--- config.mk ---
export PLATFORM = sky130hd
export DESIGN_NAME = vlsu_shf_cmt_sequencer
export DESIGN_NICKNAME = d
export VERILOG_FILES = /design/src/rtl/vlsu_shf_cmt_sequencer.sv
export SDC_FILE = /design/constraint.sdc
export NUM_CORES = 1
export LEC_CHECK = 0
export ABC_AREA = 1
export CAP_MARGIN = 10
export CORE_MARGIN = 5
export CORE_UTILIZATION = 59
export CTS_BUF_LIST = sky130_fd_sc_hd__clkbuf_8
export DETAILED_ROUTE_END_ITERATION = 6
export PLACE_DENSITY = 0.92
export SKIP_LAST_GASP = 1
export SLEW_MARGIN = 15
export SYNTH_ARGS = -nofsm -noshare
export SYNTH_HDL_FRONTEND = slang
export SYNTH_SLANG_ARGS = --single-unit
--- constraint.sdc ---
create_clock -name clk_i -period 3.5 [get_ports clk_i]
set_input_delay 0.525 -clock clk_i [delete_from_list [all_inputs] [get_ports clk_i]]
set_output_delay 0.525 -clock clk_i [all_outputs]
set_load 0.03 [all_outputs]
--- src/rtl/vlsu_shf_cmt_sequencer.sv ---
// Load-shuffle commit sequencer: queues per-request meta info, gates sequential-buffer
// beats into the shuffle registers, steps the VRF set address and tracks per-lane drain.
module vlsu_shf_cmt_sequencer #(
  parameter int unsigned NrLanes   = 4,
  parameter int unsigned InfoDepth = 4,
  parameter int unsigned ReqIdW    = 4,
  parameter int unsigned CntW      = 8,
  parameter int unsigned SetW      = 10,
  parameter int unsigned OffW      = 3
) (
  input  logic               clk_i,
  input  logic               rst_i,
  input  logic               meta_valid_i,
  output logic               meta_ready_o,
  input  logic [ReqIdW-1:0]  meta_req_id_i,
  input  logic               meta_vm_i,
  input  logic [CntW-1:0]    meta_cnt_i,
  input  logic [SetW-1:0]    meta_set_i,
  input  logic [OffW-1:0]    meta_off_i,
  input  logic               seq_valid_i,
  output logic               seq_ready_o,
  input  logic               mask_valid_i,
  output logic               mask_ready_o,
  output logic               cmt_o,
  output logic [ReqIdW-1:0]  cur_req_id_o,
  output logic               cur_vm_o,
  output logic [SetW-1:0]    cur_set_o,
  output logic [OffW-1:0]    cur_off_o,
  output logic [NrLanes-1:0] lane_valid_o,
  input  logic [NrLanes-1:0] lane_ready_i,
  output logic               done_valid_o,
  output logic [ReqIdW-1:0]  done_req_id_o,
  output logic               busy_o
);

  localparam int unsigned PtrW = (InfoDepth > 1) ? $clog2(InfoDepth) : 1;

  typedef struct packed {
    logic [ReqIdW-1:0] req_id;
    logic              vm;
    logic [CntW-1:0]   cnt;
    logic [SetW-1:0]   set;
    logic [OffW-1:0]   off;
  } meta_t;

  meta_t             mem_q [InfoDepth];
  logic [PtrW-1:0]   enq_ptr_q, enq_ptr_d, deq_ptr_q, deq_ptr_d;
  logic              enq_wrap_q, enq_wrap_d, deq_wrap_q, deq_wrap_d;
  logic [NrLanes-1:0] pend_q, pend_d, pend_acked;
  logic [CntW-1:0]   beat_idx_q, beat_idx_d;
  logic              last_pend_q, last_pend_d;
  logic [ReqIdW-1:0] pend_id_q, pend_id_d;
  logic              done_valid_q, done_valid_d;
  logic [ReqIdW-1:0] done_req_id_q, done_req_id_d;

  logic  empty, full, enq, deq, cmt, last_beat;
  meta_t head, meta_in;

  assign empty = (enq_ptr_q == deq_ptr_q) && (enq_wrap_q == deq_wrap_q);
  assign full  = (enq_ptr_q == deq_ptr_q) && (enq_wrap_q != deq_wrap_q);
  assign head  = mem_q[deq_ptr_q];

  assign meta_in = '{req_id: meta_req_id_i, vm: meta_vm_i, cnt: meta_cnt_i,
                     set: meta_set_i, off: meta_off_i};

  assign meta_ready_o = !full;
  assign enq          = meta_valid_i && !full;

  // Pend is not bypassed: a beat waits until every lane has taken the previous one.
  assign seq_ready_o  = (pend_q == '0) && !empty && (head.vm || mask_valid_i);
  assign cmt          = seq_valid_i && seq_ready_o;
  assign cmt_o        = cmt;
  assign mask_ready_o = cmt && !head.vm;
  assign last_beat    = (beat_idx_q == head.cnt);
  assign deq          = cmt && last_beat;

  assign cur_req_id_o = head.req_id;
  assign cur_vm_o     = head.vm;
  assign cur_set_o    = head.set + SetW'(beat_idx_q);
  assign cur_off_o    = head.off;

  assign lane_valid_o  = pend_q;
  assign done_valid_o  = done_valid_q;
  assign done_req_id_o = done_req_id_q;
  assign busy_o        = !empty || (pend_q != '0) || done_valid_q;

  always_comb begin
    {enq_wrap_d, enq_ptr_d} = {enq_wrap_q, enq_ptr_q};
    {deq_wrap_d, deq_ptr_d} = {deq_wrap_q, deq_ptr_q};
    if (enq) {enq_wrap_d, enq_ptr_d} = {enq_wrap_q, enq_ptr_q} + (PtrW+1)'(1);
    if (deq) {deq_wrap_d, deq_ptr_d} = {deq_wrap_q, deq_ptr_q} + (PtrW+1)'(1);
  end

  always_comb begin
    pend_acked    = pend_q & ~lane_ready_i;
    pend_d        = pend_acked;
    beat_idx_d    = beat_idx_q;
    last_pend_d   = last_pend_q;
    pend_id_d     = pend_id_q;
    // Done fires only on the cycle the final beat's last lane ack empties pend.
    done_valid_d  = (pend_q != '0) && (pend_acked == '0) && last_pend_q;
    done_req_id_d = done_req_id_q;
    if (done_valid_d) begin
      done_req_id_d = pend_id_q;
      last_pend_d   = 1'b0;
    end
    if (cmt) begin
      pend_d      = '1;
      last_pend_d = last_beat;
      pend_id_d   = head.req_id;
      beat_idx_d  = last_beat ? '0 : beat_idx_q + CntW'(1);
    end
  end

  always_ff @(posedge clk_i) begin
    if (rst_i) begin
      for (int i = 0; i < int'(InfoDepth); i++) mem_q[i] <= '0;
      enq_ptr_q     <= '0;
      enq_wrap_q    <= 1'b0;
      deq_ptr_q     <= '0;
      deq_wrap_q    <= 1'b0;
      pend_q        <= '0;
      beat_idx_q    <= '0;
      last_pend_q   <= 1'b0;
      pend_id_q     <= '0;
      done_valid_q  <= 1'b0;
      done_req_id_q <= '0;
    end else begin
      if (enq) mem_q[enq_ptr_q] <= meta_in;
      enq_ptr_q     <= enq_ptr_d;
      enq_wrap_q    <= enq_wrap_d;
      deq_ptr_q     <= deq_ptr_d;
      deq_wrap_q    <= deq_wrap_d;
      pend_q        <= pend_d;
      beat_idx_q    <= beat_idx_d;
      last_pend_q   <= last_pend_d;
      pend_id_q     <= pend_id_d;
      done_valid_q  <= done_valid_d;
      done_req_id_q <= done_req_id_d;
    end
  end

`ifndef SYNTHESIS
  seq_valid_needs_entry: assert property (@(posedge clk_i) disable iff (rst_i)
    seq_valid_i |-> !empty)
    else $error("seq_valid_i asserted while meta queue is empty");
`endif

endmodule

Fig. 1: sequential cells grouped by signal name
Bar = 20 um. Other sequential cells in the stronger gray, the rest of the logic in the fainter gray.
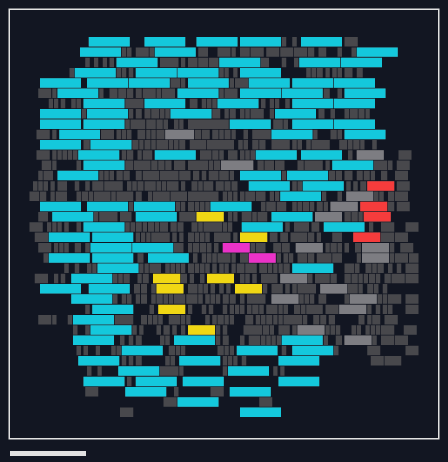
[`mem_q`] cyan | sequential cells: 104
[`done_req_id_o`] red | sequential cells: 4 | where: right middle
[`deq_ptr_q`] magenta | sequential cells: 2
[`beat_idx_q`] yellow | sequential cells: 8
not colored: 16

Fig. 2: drive-strength map
Bar = 20 um.
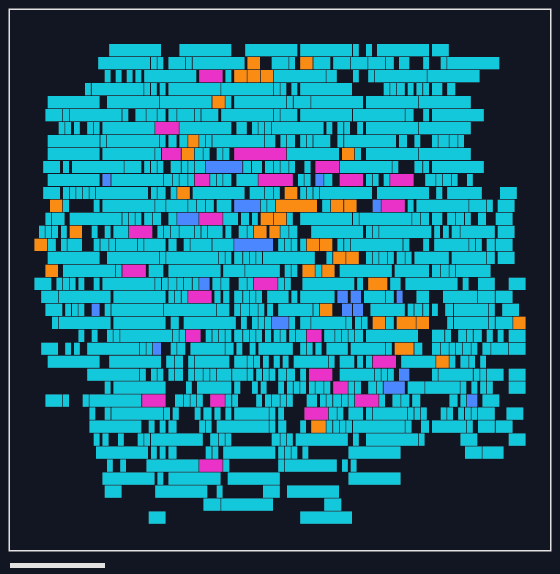
[_2 cells] blue | cells: 19 | most used: nand2_2
[_6 and larger] magenta | cells: 25 | most used: clkbuf_8
[_3 and _4 cells] orange | cells: 37 | most used: buf_4
[_0 and _1 cells] cyan | cells: 697 | most used: nor2_1

==> run notes <==
Implementation numbers.

- The flow ran to the end, and the final reports show no timing, DRC or antenna violations.
- The final tally of max-slew violations is 0.
- The chip footprint reads 12800 um^2.
- The area of the synthesized netlist per yosys stat is 6276 um^2.
- The TritonCTS sink count reads 134.
- The routed wire length is 16.83 mm.
- The highest ir drop seen on vdd is 0.2707 mV.
- The detailed-placement wirelength estimate reads 10.86 mm.
- Per the final report, the share of cell area in clock cells is 0.04824.
- The placement-stage cell area is 7059 um^2.
- The routed via count divided by cell count is 5.874.
- Per the synthesis report, the XOR/XNOR share of the synthesized area is 0.01396.
- The count of state elements after synthesis is 134.
- The total of max-cap violations is 0.
- The die height reads 113.1 um.
- The post-CTS setup repair buffer count reads 0.
- The hold violation total from the final report is 0.
- The clock buffers instantiated in the layout total 17.
- The main area contributors are edfxtp_1 50%, nor2_1 9.9%, dfxtp_1 9.6%, nand2_1 7.9%, inv_1 4.0%.
- The total routing usage reported by global routing is 0.2662.
- The global-route wire length before repair is 26.54 mm.
- Multi-input logic gates represent a cell area share of 0.2876.
- The peak clock frequency supported by timing is 290.7 MHz.
- The most frequent cell on the critical path reads nand2_1.
- The yosys stat cell total is 689.
- The share of the synthesized area in the top cell type reads 0.4976.
- The setup slack of the most critical reg-to-reg path is 780 ps.
- The number of distinct library cell variants in the gate-level netlist after synthesis is 32.
- The storage element area is 3729 um^2.
- In the layout the tool counted multi-input logic cells amounting to 457.
- After detailed placement, the design holds a cell count of 881.
- The cell sequence reported for the critical path is buf_12 -> o21ai_0 -> o22ai_1 -> ha_2 -> inv_1 -> fa_2 -> nand3b_1 -> nand2_2 -> a31oi_2 -> nor2_1 -> o21ai_0 -> nand2_1 -> nand2_1 -> nand2_1 -> buf_4.
- The slowest stage cell on the critical path is dfxtp_4.
- The fraction of area in registers reads 0.4992.
- The warning tally printed by Yosys for this design is 0.
- The fraction of met3 tracks used by global routing reads 0.05134.
- Per the synthesis report, the AND-OR/OR-AND share of the synthesized area is 0.07057.
- The starting density of the core is 0.6052.
- The tally of non-filler cells in the final layout is 914.
- The non-clock buffer share of cell area is 0.1064.
- Nets still carrying antenna violations after routing amount to 0.
- Per the OpenROAD floorplan log, the area of the core is 10370 um^2.
- In the layout the commonest cells are 165 x nor2_1, 131 x nand2_1, 104 x edfxtp_1, 68 x inv_1, 54 x clkdlybuf4s50_1.
- The well tap count reads 136.
- The netlist area before placement is 6276 um^2.
- The power report attributes to the sequential group a share of 0.521.
- The worst endpoint data arrival time reads 2920 ps.
- The leakage power figure reads 3.231 nW.
- The post-synthesis share of cell area spent on and, or, nand and nor gates reads 0.2301.
- After clock tree synthesis, the clock-pin slew on the worst setup and hold paths is 90 ps.
- The origin of the worst min-delay path reads pend_id_q[1].
- The remaining global-route overflow is 0.
- The number of global-route vias before repair reads 5334.
- The power report attributes to the clock group a share of 0.339.
- The TritonCTS clock tree reads built.
- The net count of the mapped netlist reads 736.
- Per the synthesis report, the dominant area consumer among library cells is edfxtp_1.
- The post-route clock skew reads 21.05 ps.
- The synthesized instance count is 689.
- The endpoint identified for the worst register-to-register timing path is mem_q[3][17].
- Looking at the global route congestion table, the highest-usage layer is met2.
- For reference, the critical path is captured by cur_set_o[8].
- Setup repair after global routing could not meet its margin everywhere.
- STA classifies the critical path endpoint as an output pin.
- The final-layout setup total negative slack is 0 ps.
- The largest cell class by area reads registers.
- Summing over every cut layer, the via total after detailed routing is 5369.
- The cell-mix breakdown from Yosys lists the adder-cell area share as 0.02512.
- The endpoint required time on the critical path is 2970 ps.
- The tree is rooted in a clkbuf_8.
- The fraction of power spent switching nets reads 0.2857.
- The number of signal-net buffers in the layout reads 85.
- The net count of the finished layout is 812.
- In this design, the largest share of critical-path delay is due to AND-OR/OR-AND gates.
- Final hold analysis gives a worst-case slack of 473.5 ps.
- The remaining design rule violation count reads 0.
- The ratio of final minimum period to clock period reads 0.9830.
- The count of cells along the worst hold path reads 2.
- The design has 134 sequential cells.
- The number of enable flip-flop cells is 104.
- The sequential fraction of the synthesis area reads 0.5933.
- The routed length on met3 reads 1.811 mm.
- The number of top-level pins reads 67.
- The start of the worst register-to-register path reads enq_ptr_q[0].
- The portion of synthesized area spent on multiplexers is 0.
- The clock insertion delay at the later pin of the skew report reads 450 ps.
- Counting I/O delays and the setup requirement, the final critical path takes 3440 ps.
- The most used standard cell by instance count after synthesis is nor2_1.
- The worst slew slack as a fraction of its limit is 0.6440.
- The worst stage delay on the critical path is 400 ps.
- Of all nets on the critical path, the largest fanout is 20.
- The finished layout reports a core utilization of 0.7203.
- The worst setup timing slack at the placement stage reads 451.1 ps.
- The class of the worst hold path is reg2reg.
- The initial antenna violation count is 0.
- The slew at the pin with the worst max-slew slack is 533.5 ps.
- The internal power component is 2.565 mW.
- Clock tree synthesis inserted a total of 17 buffers.
- The met2 wire length is 8.141 mm.
- The global placer's final weighted congestion is 0.9004.
- The filler cells instantiated in the layout total 699.
- The script reports the combined buffer and inverter count of the critical path as 3.
- In the global route stage, met2 resource usage came out at 0.4423.
- The first detailed-routing pass took 5 iterations.
- Across all stage logs, warnings added up to 28.
- The mean post-synth cell area reads 9.109 um^2.
- The combinational cell fraction of total power is 0.140.
- The STA report counts the stages on the worst setup path as 15.
- The worst setup path is launched from a flop.
- The fraction of layout cells with a size suffix above 1 is 0.1041.
- For this run, asynchronously set or reset flops after synthesis account for 0.
- The largest net degree at the start of global routing reads 33.
- After synthesis, the largest family of logic cells by area is simple AND/OR/NAND/NOR gates.
-- registers in the layout, indices dropped and copies added (netlist names), named ones only --
signal	cells
enq_ptr_q	2
enq_wrap_q	1
beat_idx_q	8
done_valid_o	1
last_pend_q	1
done_req_id_o	4
pend_id_q	4
lane_valid_o	4
deq_wrap_q	1
deq_ptr_q	2
mem_q	104
-- power groups by stage --
stage                     registers, mW  clock network, mW  logic [mW]
after floorplan                    1.90                  0       0.288
after global placement             1.90                  0       0.468
after detailed placement           1.90                  0       0.489
after CTS                          1.87               1.20       0.494
after global routing               1.88               1.28       0.542
final                              1.87               1.22       0.504
No activity file was given, so power comes from the tool's default toggle rates.
